==> config.mk <==
export PLATFORM = sky130hd
export DESIGN_NAME = frame_filler_flat
export DESIGN_NICKNAME = d
export VERILOG_FILES = /design/src/rtl/frame_filler_if.sv /design/src/rtl/frame_filler.sv /design/src/flat_wrapper.sv
export SDC_FILE = /design/constraint.sdc
export NUM_CORES = 1
export LEC_CHECK = 0
export CORE_AREA = 5 5 120 122
export DETAILED_ROUTE_END_ITERATION = 10
export DIE_AREA = 0 0 125 127
export HOLD_SLACK_MARGIN = 0.06
export PLACE_DENSITY_LB_ADDON = 0.2
export SLEW_MARGIN = 25
export SYNTH_ARGS = -nofsm -noshare
export SYNTH_HDL_FRONTEND = slang
export SYNTH_SLANG_ARGS = --single-unit
==> constraint.sdc <==
create_clock -name clk -period 1.95 [get_ports clk]
set_input_delay 0.2925 -clock clk [delete_from_list [all_inputs] [get_ports clk]]
set_output_delay 0.2925 -clock clk [all_outputs]
set_load 0.02 [all_outputs]
==> src/rtl/frame_filler_if.sv <==
// frame_filler_if: groups the FILL command handshake and the DRAM request
// controller FIFO write ports that frame_filler drives.
//   slave  - the frame_filler side (accepts commands, pushes into FIFOs)
//   master - the command processor / FIFO side
`timescale 1ns/1ps

interface frame_filler_if;
    // Command processor handshake
    logic         valid;
    logic         ready;
    logic [23:0]  color;
    logic [31:0]  frame;

    // DRAM request controller FIFOs
    logic         af_full;
    logic         wdf_full;
    logic         af_wr_en;
    logic [2:0]   af_cmd_din;
    logic [30:0]  af_addr_din;
    logic         wdf_wr_en;
    logic [127:0] wdf_din;
    logic [15:0]  wdf_mask_din;

    modport slave (
        input  valid,
        input  color,
        input  frame,
        output ready,
        input  af_full,
        input  wdf_full,
        output af_wr_en,
        output af_cmd_din,
        output af_addr_din,
        output wdf_wr_en,
        output wdf_din,
        output wdf_mask_din
    );

    modport master (
        output valid,
        output color,
        output frame,
        input  ready,
        output af_full,
        output wdf_full,
        input  af_wr_en,
        input  af_cmd_din,
        input  af_addr_din,
        input  wdf_wr_en,
        input  wdf_din,
        input  wdf_mask_din
    );
endinterface

==> src/rtl/frame_filler.sv <==
// frame_filler: fills the visible WIDTH x HEIGHT region of a frame buffer with
// one 24-bit color, emitting 8-pixel (32 B) bursts as one address push plus
// two 128-bit data pushes.
//
// Optional feature macro: FRAME_FILLER_CYCLES_EN
//   When defined, adds output fill_cycles[31:0], a saturating count of the
//   cycles spent outside IDLE during the most recent fill.
`timescale 1ns/1ps

module frame_filler #(
    parameter int WIDTH       = 800,
    parameter int HEIGHT      = 600,
    parameter int STRIDE_LOG2 = 12
) (
    input  logic          clk,
    input  logic          rst,
`ifdef FRAME_FILLER_CYCLES_EN
    output logic [31:0]   fill_cycles,
`endif
    frame_filler_if.slave bus
);

    // One extra bit on x so that "x + 8" never truncates, even for WIDTH=8.
    localparam int XW = $clog2(WIDTH) + 1;
    localparam int YW = $clog2(HEIGHT + 1);

    localparam logic [XW-1:0] X_LAST = XW'(WIDTH - 8);
    localparam logic [YW-1:0] Y_LAST = YW'(HEIGHT - 1);
    localparam logic [XW-1:0] X_STEP = XW'(8);
    localparam logic [31:0]   STRIDE = 32'd1 << STRIDE_LOG2;

    typedef enum logic [1:0] {
        S_IDLE  = 2'd0,
        S_PUSH1 = 2'd1,
        S_PUSH2 = 2'd2
    } state_t;

    state_t          state_reg;
    logic            ready_reg;
    logic            push1_reg;     // registered decode of S_PUSH1
    logic            push2_reg;     // registered decode of S_PUSH2
    logic [XW-1:0]   x_reg;
    logic [YW-1:0]   y_reg;
    logic [23:0]     color_reg;
    logic [31:0]     frame_reg;
    logic [31:0]     row_base_reg;  // frame + (y << STRIDE_LOG2), kept incrementally

    logic            push1_fire;
    logic            push2_fire;
    logic            last_burst;
    logic [31:0]     byte_addr;
    logic [127:0]    wdf_data;

    // The address push and first data push must go together, so PUSH1 needs
    // room in both FIFOs; PUSH2 only needs room for the second data beat.
    assign push1_fire = push1_reg & ~bus.af_full & ~bus.wdf_full;
    assign push2_fire = push2_reg & ~bus.wdf_full;
    assign last_burst = (x_reg == X_LAST) && (y_reg == Y_LAST);

    // Command FSM: accept in IDLE, then alternate PUSH1/PUSH2 per burst,
    // walking x across the row and y down the frame.
    always_ff @(posedge clk) begin
        if (rst) begin
            state_reg    <= S_IDLE;
            ready_reg    <= 1'b1;
            push1_reg    <= 1'b0;
            push2_reg    <= 1'b0;
            x_reg        <= '0;
            y_reg        <= '0;
            color_reg    <= '0;
            frame_reg    <= '0;
            row_base_reg <= '0;
        end else begin
            case (state_reg)
                S_IDLE: begin
                    if (bus.valid) begin
                        color_reg    <= bus.color;
                        frame_reg    <= bus.frame;
                        row_base_reg <= bus.frame;
                        x_reg        <= '0;
                        y_reg        <= '0;
                        state_reg    <= S_PUSH1;
                        ready_reg    <= 1'b0;
                        push1_reg    <= 1'b1;
                        push2_reg    <= 1'b0;
                    end
                end

                S_PUSH1: begin
                    if (push1_fire) begin
                        state_reg <= S_PUSH2;
                        push1_reg <= 1'b0;
                        push2_reg <= 1'b1;
                    end
                end

                S_PUSH2: begin
                    if (push2_fire) begin
                        push2_reg <= 1'b0;
                        if (last_burst) begin
                            state_reg <= S_IDLE;
                            ready_reg <= 1'b1;
                        end else begin
                            state_reg <= S_PUSH1;
                            push1_reg <= 1'b1;
                            if (x_reg == X_LAST) begin
                                x_reg        <= '0;
                                y_reg        <= y_reg + YW'(1);
                                row_base_reg <= row_base_reg + STRIDE;
                            end else begin
                                x_reg <= x_reg + X_STEP;
                            end
                        end
                    end
                end

                default: begin
                    state_reg <= S_IDLE;
                    ready_reg <= 1'b1;
                    push1_reg <= 1'b0;
                    push2_reg <= 1'b0;
                end
            endcase
        end
    end

    // Burst byte address; 32-bit wrap-around is intended.
    always_comb begin
        byte_addr = row_base_reg + (32'(x_reg) << 2);
    end

    // Only bits [27:5] reach the DRAM address; the rest are dropped on purpose.
    logic unused_addr_bits;
    assign unused_addr_bits = ^{byte_addr[31:28], byte_addr[4:0], frame_reg[31:0]};

    // Four identical 32-bit pixels per data beat, alpha byte zero.
    genvar gi;
    generate
        for (gi = 0; gi < 4; gi++) begin : g_pixel
            assign wdf_data[gi*32 +: 32] = {8'h00, color_reg};
        end
    endgenerate

    assign bus.ready        = ready_reg;
    assign bus.af_wr_en     = push1_fire;
    assign bus.af_cmd_din   = 3'b000;
    assign bus.af_addr_din  = {6'd0, byte_addr[27:5], 2'b00};
    assign bus.wdf_wr_en    = push1_fire | push2_fire;
    assign bus.wdf_din      = wdf_data;
    assign bus.wdf_mask_din = 16'h0000;

`ifdef FRAME_FILLER_CYCLES_EN
    logic [31:0] cycles_reg;

    // Busy-cycle counter: cleared on accept, saturating count while not IDLE.
    always_ff @(posedge clk) begin
        if (rst) begin
            cycles_reg <= '0;
        end else if (state_reg == S_IDLE) begin
            if (bus.valid) begin
                cycles_reg <= '0;
            end
        end else if (cycles_reg != 32'hFFFF_FFFF) begin
            cycles_reg <= cycles_reg + 32'd1;
        end
    end

    assign fill_cycles = cycles_reg;
`endif

endmodule
==> src/flat_wrapper.sv <==
// flat-port wrapper written by rule: the top's interface ports become plain ports
module frame_filler_flat 
#(
    parameter int WIDTH       = 800,
    parameter int HEIGHT      = 600,
    parameter int STRIDE_LOG2 = 12
)
  (clk, rst, bus_valid, bus_color, bus_frame, bus_ready, bus_af_full, bus_wdf_full, bus_af_wr_en, bus_af_cmd_din, bus_af_addr_din, bus_wdf_wr_en, bus_wdf_din, bus_wdf_mask_din);
  frame_filler_if bus_i ();
  input  logic clk;
  input  logic rst;
  input wire logic [$bits(bus_i.valid)-1:0] bus_valid;
  input wire logic [$bits(bus_i.color)-1:0] bus_color;
  input wire logic [$bits(bus_i.frame)-1:0] bus_frame;
  output wire logic [$bits(bus_i.ready)-1:0] bus_ready;
  input wire logic [$bits(bus_i.af_full)-1:0] bus_af_full;
  input wire logic [$bits(bus_i.wdf_full)-1:0] bus_wdf_full;
  output wire logic [$bits(bus_i.af_wr_en)-1:0] bus_af_wr_en;
  output wire logic [$bits(bus_i.af_cmd_din)-1:0] bus_af_cmd_din;
  output wire logic [$bits(bus_i.af_addr_din)-1:0] bus_af_addr_din;
  output wire logic [$bits(bus_i.wdf_wr_en)-1:0] bus_wdf_wr_en;
  output wire logic [$bits(bus_i.wdf_din)-1:0] bus_wdf_din;
  output wire logic [$bits(bus_i.wdf_mask_din)-1:0] bus_wdf_mask_din;
  assign bus_i.valid = bus_valid;
  assign bus_i.color = bus_color;
  assign bus_i.frame = bus_frame;
  assign bus_ready = bus_i.ready;
  assign bus_i.af_full = bus_af_full;
  assign bus_i.wdf_full = bus_wdf_full;
  assign bus_af_wr_en = bus_i.af_wr_en;
  assign bus_af_cmd_din = bus_i.af_cmd_din;
  assign bus_af_addr_din = bus_i.af_addr_din;
  assign bus_wdf_wr_en = bus_i.wdf_wr_en;
  assign bus_wdf_din = bus_i.wdf_din;
  assign bus_wdf_mask_din = bus_i.wdf_mask_din;
  frame_filler #(.WIDTH(WIDTH), .HEIGHT(HEIGHT), .STRIDE_LOG2(STRIDE_LOG2)) u_core (.clk(clk), .rst(rst), .bus(bus_i));
endmodule
### Signal wires on met2

Scale bar: 50 um.
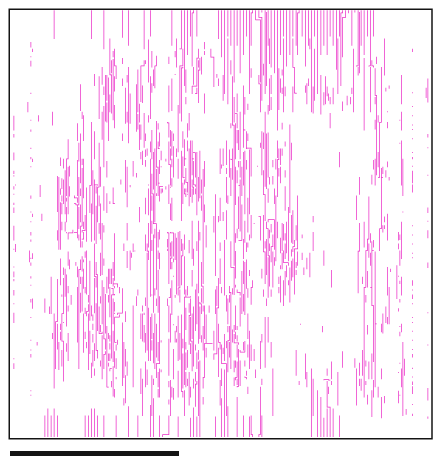
nets with wire on the layer = 735
share of all routed wire = 49%
main direction = vertical
longest straight run = 41.6 um

### Nets reached from selected ports

Scale bar: 50 um.
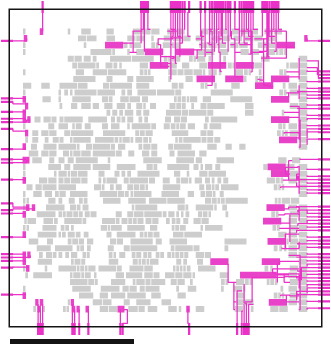
bus_wdf_din -> magenta  # bits 128, direction output, end cells 56, wire 1790 um

==> metrics.json <==
{
  "post_cts_resized": 139,
  "bufAreaShareNonClock_pct": 33.4,
  "cts_hold_buffers": 0,
  "clk_transition_reported_paths_ns": 0.05,
  "n_multi_input_combinational_cell": 441,
  "post_synth_num_cell_types": 59,
  "post_synth.cell_area_avg_um2": 7.65,
  "timing.critical_path.cells": "ha_4, a211oi_4, nor2_4, a211oi_4, buf_4, buf_12, nor3_2, xnor2_2, buf_4",
  "grt_use_total_pct": 17.0,
  "drv_cap": 0,
  "top_usage_layer": "met2",
  "switching_power_mw": 1.33,
  "n_tap_cell": 176,
  "cp-start-kind": "register",
  "worst_skew_pair.late_latency_ns": 0.34,
  "final-hold-violation-count": 0,
  "layout.area.comb_um2": 2910,
  "power.combinational.fraction_pct": 26.7,
  "port_buffers": 173,
  "final_area_um2": 7280,
  "yosysTopAreaCellShare_pct": 29.0,
  "cts_inserted_buffers": 9,
  "seq_cell_power_mw": 1.55,
  "power.share.switching_pct": 29.8,
  "finalSetupViolations": 19,
  "layout.clock_buffers": 10,
  "cp.buffers_inverters": 3,
  "vdd.ir_drop.worst_mv": 0.389,
  "number_of_antenna_violations_at_the_first_check_in_global_routing": 0,
  "yosys_warnings": 0,
  "highest-signal-layer": "met4",
  "dieWidth_um": 125,
  "global_route.usage.met1_pct": 21.2,
  "cpLargestDelayFamily": "AND-OR/OR-AND gates",
  "critPathRequiredTime_ns": 1.66,
  "top_power_group": "clock",
  "tritoncts": "done",
  "grt_pass1_wl_mm": 22.4,
  "grt_overflow": 0,
  "final_worst_setup_slack_ns": -0.511,
  "max_clock_freq_mhz": 406,
  "timing.critical_path.fanout_max": 7,
  "synth.yosys.num_cells": 624,
  "violations": "negative setup slack",
  "ys_top_cells_by_count": "133 x sky130_fd_sc_hd__buf_4, 86 x sky130_fd_sc_hd__nand2_1, 69 x sky130_fd_sc_hd__dfxtp_1, 64 x sky130_fd_sc_hd__a21oi_1, 37 x sky130_fd_sc_hd__nor2_1",
  "ys_seq_share_pct": 29.0,
  "total_power_mw": 4.47,
  "dpl.hpwl_mm": 10.6,
  "flop_area_um2": 1400,
  "post-route-min-period_ns": 2.46,
  "run_status": "finished with violations",
  "worst_hold_slack_ns": 0.339,
  "pwr_density_cell_nw_per_um2": 613,
  "finish.net_count": 856,
  "final-instance-count-excl-fill": 965,
  "route.antenna.remaining_nets": 0,
  "maximum_number_of_pins_on_one_net_before_global_route_repair": 32,
  "drt-met1-wl_mm": 6.04,
  "post_drt_wl_per_cell_um": 14.7,
  "met2_wirelength_mm": 7.00,
  "layout_top_cell": "sky130_fd_sc_hd__clkdlybuf4s50_1",
  "viasPerCell": 4.78
}
cell families (layout without fill, tap and decap cells):
family / count (synthesis) / in the layout / share of synthesized area, %
DFF: 69 / 69 / 29.0
adders and majority gates: 11 / 11 / 2.88
xor gates and xnor gates: 24 / 24 / 4.41
and+or+nand+nor: 216 / 216 / 22.4
other: 1 / 59 / 0.0786
buffers and inverters: 172 / 279 / 24.3
AOI/OAI and AO/OA: 131 / 131 / 17.0
final timing paths:
kind | start | to | slack, ns | cells after the start
hold reg to reg | u_core.row_base_reg[5] | u_core.row_base_reg[5] | 0.46 | 2
hold / removal | rst | u_core.row_base_reg[17] | 0.34 | 2
setup reg to reg | u_core.x_reg[5] | u_core.y_reg[6] | 0.12 | 6
setup / recovery | u_core.row_base_reg[6] | bus_af_addr_din[14] | -0.51 | 9
